[src/rtl/cpu_control_if.sv]
`default_nettype none
// ============================================================================
//  Module   : cpu_control_if
//  Brief    : Bundles the memory-side and datapath-side signals driven by
//             cpu_control. The master is the controller; the slave is the
//             datapath/memory side.
//  Revision : 1.0 - initial release
// ============================================================================
interface cpu_control_if;
    logic [15:0] read_data;
    logic [1:0]  mem_cmd;
    logic        addr_sel;
    logic        load_pc;
    logic        reset_pc;
    logic        load_addr;
    logic [2:0]  readnum;
    logic [2:0]  writenum;
    logic        write;
    logic        loada;
    logic        loadb;
    logic        loadc;
    logic        loads;
    logic        asel;
    logic        bsel;
    logic [1:0]  vsel;
    logic [1:0]  shift;
    logic        shift_ctrl;
    logic [1:0]  ALUop;
    logic [15:0] sximm5;
    logic [15:0] sximm8;
    logic        halted;
    logic        illegal;

    modport master (
        input  read_data,
        output mem_cmd, addr_sel, load_pc, reset_pc, load_addr,
        output readnum, writenum, write,
        output loada, loadb, loadc, loads, asel, bsel,
        output vsel, shift, shift_ctrl, ALUop, sximm5, sximm8,
        output halted, illegal
    );

    modport slave (
        output read_data,
        input  mem_cmd, addr_sel, load_pc, reset_pc, load_addr,
        input  readnum, writenum, write,
        input  loada, loadb, loadc, loads, asel, bsel,
        input  vsel, shift, shift_ctrl, ALUop, sximm5, sximm8,
        input  halted, illegal
    );
endinterface
`default_nettype wire

[src/rtl/cpu_control.sv]
`default_nettype none
// ============================================================================
//  Module   : cpu_control
//  Brief    : Instruction register, decoder and multicycle control FSM for
//             the 16-bit CPU (MOV, ALU, LDR, STR, HALT).
//  Revision : 1.0 - initial release
// ============================================================================
module cpu_control #(
    parameter bit HALT_ON_ILLEGAL = 1'b1
) (
    input  wire logic        clk,
    input  wire logic        reset,
    cpu_control_if.master    bus
);

    typedef enum logic [4:0] {
        S_RST, S_IF1, S_IF2, S_UPD_PC, S_DECODE, S_WR_IMM,
        S_GET_A, S_GET_B, S_EXEC, S_WR_RD,
        S_ADDR_A, S_ADDR_C, S_ADDR_L, S_MEM_RD, S_WB_MEM,
        S_STR_B, S_STR_C, S_MEM_WR, S_HALT
    } state_t;

    state_t      r_state;
    state_t      w_next;
    logic [15:0] r_ir;
    logic        r_illegal;

    // IR field split
    logic [2:0] w_opcode, w_rn, w_rd, w_rm;
    logic [1:0] w_op;
    assign w_opcode = r_ir[15:13];
    assign w_op     = r_ir[12:11];
    assign w_rn     = r_ir[10:8];
    assign w_rd     = r_ir[7:5];
    assign w_rm     = r_ir[2:0];

    // Instruction classes used by decode and the execute-stage variants
    logic w_mov_imm, w_mov_reg, w_alu, w_mem, w_halt, w_legal, w_is_cmp, w_is_ldr;
    assign w_mov_imm = (w_opcode == 3'b110) && (w_op == 2'b10);
    assign w_mov_reg = (w_opcode == 3'b110) && (w_op == 2'b00);
    assign w_alu     = (w_opcode == 3'b101);
    assign w_mem     = ((w_opcode == 3'b011) || (w_opcode == 3'b100)) && (w_op == 2'b00);
    assign w_halt    = (w_opcode == 3'b111);
    assign w_legal   = w_mov_imm | w_mov_reg | w_alu | w_mem | w_halt;
    assign w_is_cmp  = w_alu && (w_op == 2'b01);
    assign w_is_ldr  = (w_opcode == 3'b011);

    // State, instruction register and sticky illegal flag
    always_ff @(posedge clk) begin
        if (reset) begin
            r_state   <= S_RST;
            r_ir      <= 16'h0000;
            r_illegal <= 1'b0;
        end else begin
            r_state <= w_next;
            if (r_state == S_IF2)
                r_ir <= bus.read_data;
            if ((r_state == S_DECODE) && !w_legal)
                r_illegal <= 1'b1;
        end
    end

    logic [1:0]  w_mem_cmd, w_vsel, w_shift, w_aluop;
    logic        w_addr_sel, w_load_pc, w_reset_pc, w_load_addr, w_write;
    logic        w_loada, w_loadb, w_loadc, w_loads, w_asel, w_bsel;
    logic        w_shift_ctrl, w_halted, w_illegal;
    logic [2:0]  w_readnum, w_writenum;
    logic [15:0] w_sximm5, w_sximm8;

    // Next-state and per-state control decode; everything forced low in reset
    always_comb begin
        w_next       = r_state;
        w_mem_cmd    = 2'b00;
        w_addr_sel   = 1'b0;
        w_load_pc    = 1'b0;
        w_reset_pc   = 1'b0;
        w_load_addr  = 1'b0;
        w_readnum    = 3'd0;
        w_writenum   = 3'd0;
        w_write      = 1'b0;
        w_loada      = 1'b0;
        w_loadb      = 1'b0;
        w_loadc      = 1'b0;
        w_loads      = 1'b0;
        w_asel       = 1'b0;
        w_bsel       = 1'b0;
        w_vsel       = 2'b00;
        w_shift      = r_ir[4:3];
        w_shift_ctrl = 1'b0;
        w_aluop      = w_op;
        w_sximm5     = {{11{r_ir[4]}}, r_ir[4:0]};
        w_sximm8     = {{8{r_ir[7]}}, r_ir[7:0]};
        w_halted     = 1'b0;
        w_illegal    = r_illegal;

        case (r_state)
            S_RST: begin
                w_reset_pc = 1'b1;
                w_load_pc  = 1'b1;
                w_next     = S_IF1;
            end
            S_IF1: begin
                w_addr_sel = 1'b1;
                w_mem_cmd  = 2'b01;
                w_next     = S_IF2;
            end
            S_IF2: begin
                w_addr_sel = 1'b1;
                w_mem_cmd  = 2'b01;
                w_next     = S_UPD_PC;
            end
            S_UPD_PC: begin
                w_load_pc = 1'b1;
                w_next    = S_DECODE;
            end
            S_DECODE: begin
                if (w_mov_imm)      w_next = S_WR_IMM;
                else if (w_mov_reg) w_next = S_GET_B;
                else if (w_alu)     w_next = S_GET_A;
                else if (w_mem)     w_next = S_ADDR_A;
                else if (w_halt)    w_next = S_HALT;
                else                w_next = HALT_ON_ILLEGAL ? S_HALT : S_IF1;
            end
            S_WR_IMM: begin
                w_vsel     = 2'b10;
                w_writenum = w_rn;
                w_write    = 1'b1;
                w_next     = S_IF1;
            end
            S_GET_A: begin
                w_readnum = w_rn;
                w_loada   = 1'b1;
                w_next    = S_GET_B;
            end
            S_GET_B: begin
                w_readnum = w_rm;
                w_loadb   = 1'b1;
                w_next    = S_EXEC;
            end
            S_EXEC: begin
                // CMP only updates status; MOV passes B through with A ignored
                w_loadc = !w_is_cmp;
                w_loads = w_is_cmp;
                if (w_mov_reg) begin
                    w_asel  = 1'b1;
                    w_aluop = 2'b00;
                end
                w_next = w_is_cmp ? S_IF1 : S_WR_RD;
            end
            S_WR_RD: begin
                w_writenum = w_rd;
                w_write    = 1'b1;
                w_next     = S_IF1;
            end
            S_ADDR_A: begin
                w_readnum = w_rn;
                w_loada   = 1'b1;
                w_next    = S_ADDR_C;
            end
            S_ADDR_C: begin
                w_bsel  = 1'b1;
                w_aluop = 2'b00;
                w_loadc = 1'b1;
                w_next  = S_ADDR_L;
            end
            S_ADDR_L: begin
                w_load_addr = 1'b1;
                w_next      = w_is_ldr ? S_MEM_RD : S_STR_B;
            end
            S_MEM_RD: begin
                w_mem_cmd = 2'b01;
                w_next    = S_WB_MEM;
            end
            S_WB_MEM: begin
                w_mem_cmd  = 2'b01;
                w_vsel     = 2'b11;
                w_writenum = w_rd;
                w_write    = 1'b1;
                w_next     = S_IF1;
            end
            S_STR_B: begin
                w_readnum = w_rd;
                w_loadb   = 1'b1;
                w_next    = S_STR_C;
            end
            S_STR_C: begin
                // Store data passes through the ALU unshifted as 0 + Rd
                w_shift_ctrl = 1'b1;
                w_asel       = 1'b1;
                w_aluop      = 2'b00;
                w_loadc      = 1'b1;
                w_next       = S_MEM_WR;
            end
            S_MEM_WR: begin
                w_mem_cmd = 2'b10;
                w_next    = S_IF1;
            end
            S_HALT: begin
                w_halted = 1'b1;
                w_next   = S_HALT;
            end
            default: w_next = S_RST;
        endcase

        if (reset) begin
            w_mem_cmd    = 2'b00;
            w_addr_sel   = 1'b0;
            w_load_pc    = 1'b0;
            w_reset_pc   = 1'b0;
            w_load_addr  = 1'b0;
            w_readnum    = 3'd0;
            w_writenum   = 3'd0;
            w_write      = 1'b0;
            w_loada      = 1'b0;
            w_loadb      = 1'b0;
            w_loadc      = 1'b0;
            w_loads      = 1'b0;
            w_asel       = 1'b0;
            w_bsel       = 1'b0;
            w_vsel       = 2'b00;
            w_shift      = 2'b00;
            w_shift_ctrl = 1'b0;
            w_aluop      = 2'b00;
            w_sximm5     = 16'h0000;
            w_sximm8     = 16'h0000;
            w_halted     = 1'b0;
            w_illegal    = 1'b0;
        end
    end

    assign bus.mem_cmd    = w_mem_cmd;
    assign bus.addr_sel   = w_addr_sel;
    assign bus.load_pc    = w_load_pc;
    assign bus.reset_pc   = w_reset_pc;
    assign bus.load_addr  = w_load_addr;
    assign bus.readnum    = w_readnum;
    assign bus.writenum   = w_writenum;
    assign bus.write      = w_write;
    assign bus.loada      = w_loada;
    assign bus.loadb      = w_loadb;
    assign bus.loadc      = w_loadc;
    assign bus.loads      = w_loads;
    assign bus.asel       = w_asel;
    assign bus.bsel       = w_bsel;
    assign bus.vsel       = w_vsel;
    assign bus.shift      = w_shift;
    assign bus.shift_ctrl = w_shift_ctrl;
    assign bus.ALUop      = w_aluop;
    assign bus.sximm5     = w_sximm5;
    assign bus.sximm8     = w_sximm8;
    assign bus.halted     = w_halted;
    assign bus.illegal    = w_illegal;

endmodule
`default_nettype wire
[src/flat_wrapper.sv]
// flat-port wrapper written by rule: the top's interface ports become plain ports
module cpu_control_flat 
#(
    parameter bit HALT_ON_ILLEGAL = 1'b1
)
  (clk, reset, bus_read_data, bus_mem_cmd, bus_addr_sel, bus_load_pc, bus_reset_pc, bus_load_addr, bus_readnum, bus_writenum, bus_write, bus_loada, bus_loadb, bus_loadc, bus_loads, bus_asel, bus_bsel, bus_vsel, bus_shift, bus_shift_ctrl, bus_ALUop, bus_sximm5, bus_sximm8, bus_halted, bus_illegal);
  cpu_control_if bus_i ();
  input  wire logic clk;
  input  wire logic reset;
  input wire logic [$bits(bus_i.read_data)-1:0] bus_read_data;
  output wire logic [$bits(bus_i.mem_cmd)-1:0] bus_mem_cmd;
  output wire logic [$bits(bus_i.addr_sel)-1:0] bus_addr_sel;
  output wire logic [$bits(bus_i.load_pc)-1:0] bus_load_pc;
  output wire logic [$bits(bus_i.reset_pc)-1:0] bus_reset_pc;
  output wire logic [$bits(bus_i.load_addr)-1:0] bus_load_addr;
  output wire logic [$bits(bus_i.readnum)-1:0] bus_readnum;
  output wire logic [$bits(bus_i.writenum)-1:0] bus_writenum;
  output wire logic [$bits(bus_i.write)-1:0] bus_write;
  output wire logic [$bits(bus_i.loada)-1:0] bus_loada;
  output wire logic [$bits(bus_i.loadb)-1:0] bus_loadb;
  output wire logic [$bits(bus_i.loadc)-1:0] bus_loadc;
  output wire logic [$bits(bus_i.loads)-1:0] bus_loads;
  output wire logic [$bits(bus_i.asel)-1:0] bus_asel;
  output wire logic [$bits(bus_i.bsel)-1:0] bus_bsel;
  output wire logic [$bits(bus_i.vsel)-1:0] bus_vsel;
  output wire logic [$bits(bus_i.shift)-1:0] bus_shift;
  output wire logic [$bits(bus_i.shift_ctrl)-1:0] bus_shift_ctrl;
  output wire logic [$bits(bus_i.ALUop)-1:0] bus_ALUop;
  output wire logic [$bits(bus_i.sximm5)-1:0] bus_sximm5;
  output wire logic [$bits(bus_i.sximm8)-1:0] bus_sximm8;
  output wire logic [$bits(bus_i.halted)-1:0] bus_halted;
  output wire logic [$bits(bus_i.illegal)-1:0] bus_illegal;
  assign bus_i.read_data = bus_read_data;
  assign bus_mem_cmd = bus_i.mem_cmd;
  assign bus_addr_sel = bus_i.addr_sel;
  assign bus_load_pc = bus_i.load_pc;
  assign bus_reset_pc = bus_i.reset_pc;
  assign bus_load_addr = bus_i.load_addr;
  assign bus_readnum = bus_i.readnum;
  assign bus_writenum = bus_i.writenum;
  assign bus_write = bus_i.write;
  assign bus_loada = bus_i.loada;
  assign bus_loadb = bus_i.loadb;
  assign bus_loadc = bus_i.loadc;
  assign bus_loads = bus_i.loads;
  assign bus_asel = bus_i.asel;
  assign bus_bsel = bus_i.bsel;
  assign bus_vsel = bus_i.vsel;
  assign bus_shift = bus_i.shift;
  assign bus_shift_ctrl = bus_i.shift_ctrl;
  assign bus_ALUop = bus_i.ALUop;
  assign bus_sximm5 = bus_i.sximm5;
  assign bus_sximm8 = bus_i.sximm8;
  assign bus_halted = bus_i.halted;
  assign bus_illegal = bus_i.illegal;
  cpu_control #(.HALT_ON_ILLEGAL(HALT_ON_ILLEGAL)) u_core (.clk(clk), .reset(reset), .bus(bus_i));
endmodule
[config.mk]
export PLATFORM = sky130hd
export DESIGN_NAME = cpu_control_flat
export DESIGN_NICKNAME = d
export VERILOG_FILES = /design/src/rtl/cpu_control_if.sv /design/src/rtl/cpu_control.sv /design/src/flat_wrapper.sv
export SDC_FILE = /design/constraint.sdc
export NUM_CORES = 1
export LEC_CHECK = 0
export CAP_MARGIN = 20
export CORE_UTILIZATION = 42
export DETAILED_ROUTE_END_ITERATION = 8
export GPL_TIMING_DRIVEN = 0
export PLACE_DENSITY_LB_ADDON = 0.3
export SLEW_MARGIN = 25
export SYNTH_ARGS = -nofsm -noshare
export SYNTH_HDL_FRONTEND = slang
export SYNTH_SLANG_ARGS = --single-unit
[constraint.sdc]
create_clock -name clk -period 2.6 [get_ports clk]
set_clock_uncertainty 0.2 [all_clocks]
set_input_delay 0.65 -clock clk [delete_from_list [all_inputs] [get_ports clk]]
set_output_delay 0.65 -clock clk [all_outputs]
set_load 0.02 [all_outputs]
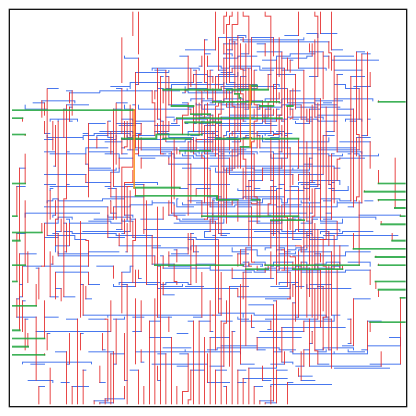
*Metal layers overlaid*
Scale: 6 px per micron.
| layer | color | wire length |
|---|---|---|
| metal 2 | red | 2,660 microns |
| metal 1 | blue | 2,230 microns |
| metal 4 | orange | 23.1 microns |
| metal 3 | green | 309 microns |

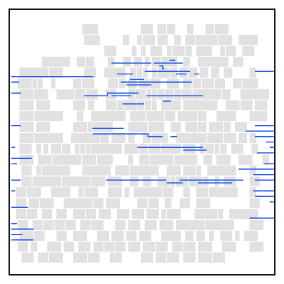
*The metal 3 layer*
Scale: 4 px per micron.
main direction: horizontal
share of all routed wire: 5.9%
nets with wire on the layer: 50
longest straight run: 20.2 microns

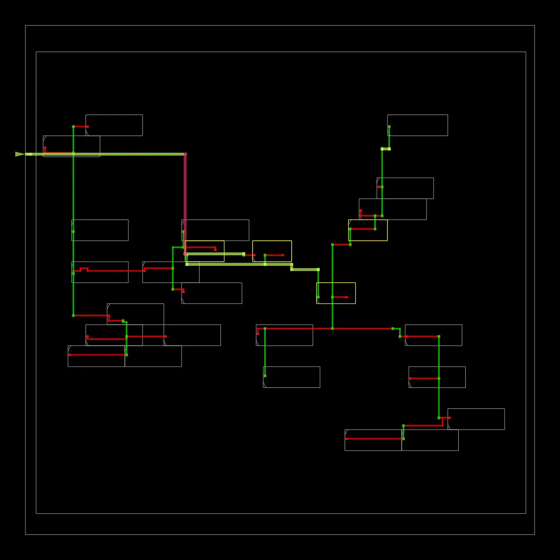
*Clock nets*
Sink Count: 22
clk_lat worst skew: 260 ps
Flops: 22

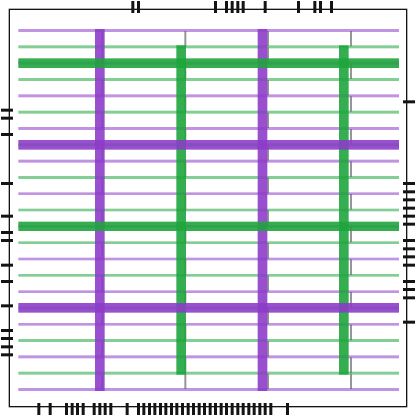
*Power grid*
Scale: 6 px per micron. Pins as bars on the die edge. Tap cells in gray.
| net | color |
|---|---|
| VSS | purple |
| VDD | green |
rows: 22
signal pins: 78
core area: 3800 sq um
Die Height: 66.0 microns
die width: 66.0 microns
Peak VDD IR: 367 uV

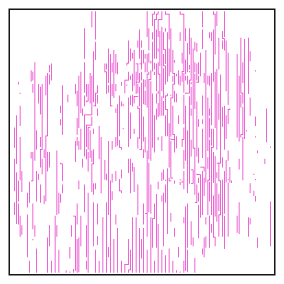
*Signal wires on met2*
Scale: 4 px per micron.
nets with wire on the layer: 276
wire length on this layer: 2,660 microns
via count: 1,855
global routing usage on met2: 43.5%

==> impl_metrics.json <==
{
  "synthesis.area_sq_um": 1720,
  "ys_seq_share_pct": 25.6,
  "clock_path_buffers": 2,
  "wl_microns": 5220,
  "startpoint": "u_core.r_state[1]$_SDFF_PP0_",
  "leakagePower_nw": 1.25,
  "arrival_ps": 1760,
  "clkCellAreaFrac_pct": 2.03,
  "crit_cells": 6,
  "synth.distinct_cells": 44,
  "yosys_warnings": 0,
  "fin_ws_ps": -10.6,
  "worst-path-buf-inv": 2,
  "slew_violations": 0,
  "place.gp.congestion": 0.930,
  "setup_viol": 2,
  "synth.area.top_cells": "dfxtp_1 26%, mux2i_1 12%, buf_4 11%, nor2_1 6.8%, nor2b_1 4.0%",
  "rr_endpoint": "u_core.r_ir[14]$_SDFFE_PP0P_",
  "crit_path_max_fanout": 3,
  "num-nonclk-inverters": 1,
  "grt-ovfl-total": 0,
  "hold_path_class": "register to register",
  "ff_type": "dfxtp_1",
  "muxShareOfSynthArea_pct": 12.2,
  "layout_top_cell": "buf_4",
  "r2r_start": "u_core.r_state[4]$_SDFF_PP0_",
  "wl_met2_microns": 2660,
  "drive_gt1_share_pct": 33.1,
  "violations": "setup timing",
  "common_cells": "31 x nor2_1, 26 x buf_4, 22 x dfxtp_1",
  "grt_pass1_vias": 1752,
  "fill_cells": 333,
  "critPathMostFrequentCell": "buf_6",
  "grt_max_degree": 15,
  "seq-power_w": 0.000458,
  "largest-register": "u_core.r_ir",
  "lay_top_cells": "44 x buf_4, 29 x nor2_1, 28 x dlygate4sd2_1",
  "ios": 78,
  "switchingPower_w": 0.000603,
  "ys_cells": 216,
  "rsz0062_at_grt": "true",
  "fmax_ghz": 0.383,
  "buf_share_pct": 37.6,
  "ant_nets": 0,
  "status": "finished, violations left",
  "p_clk_w": 0.000244,
  "hold_viol": 0,
  "fp-utilization_pct": 45.3
}
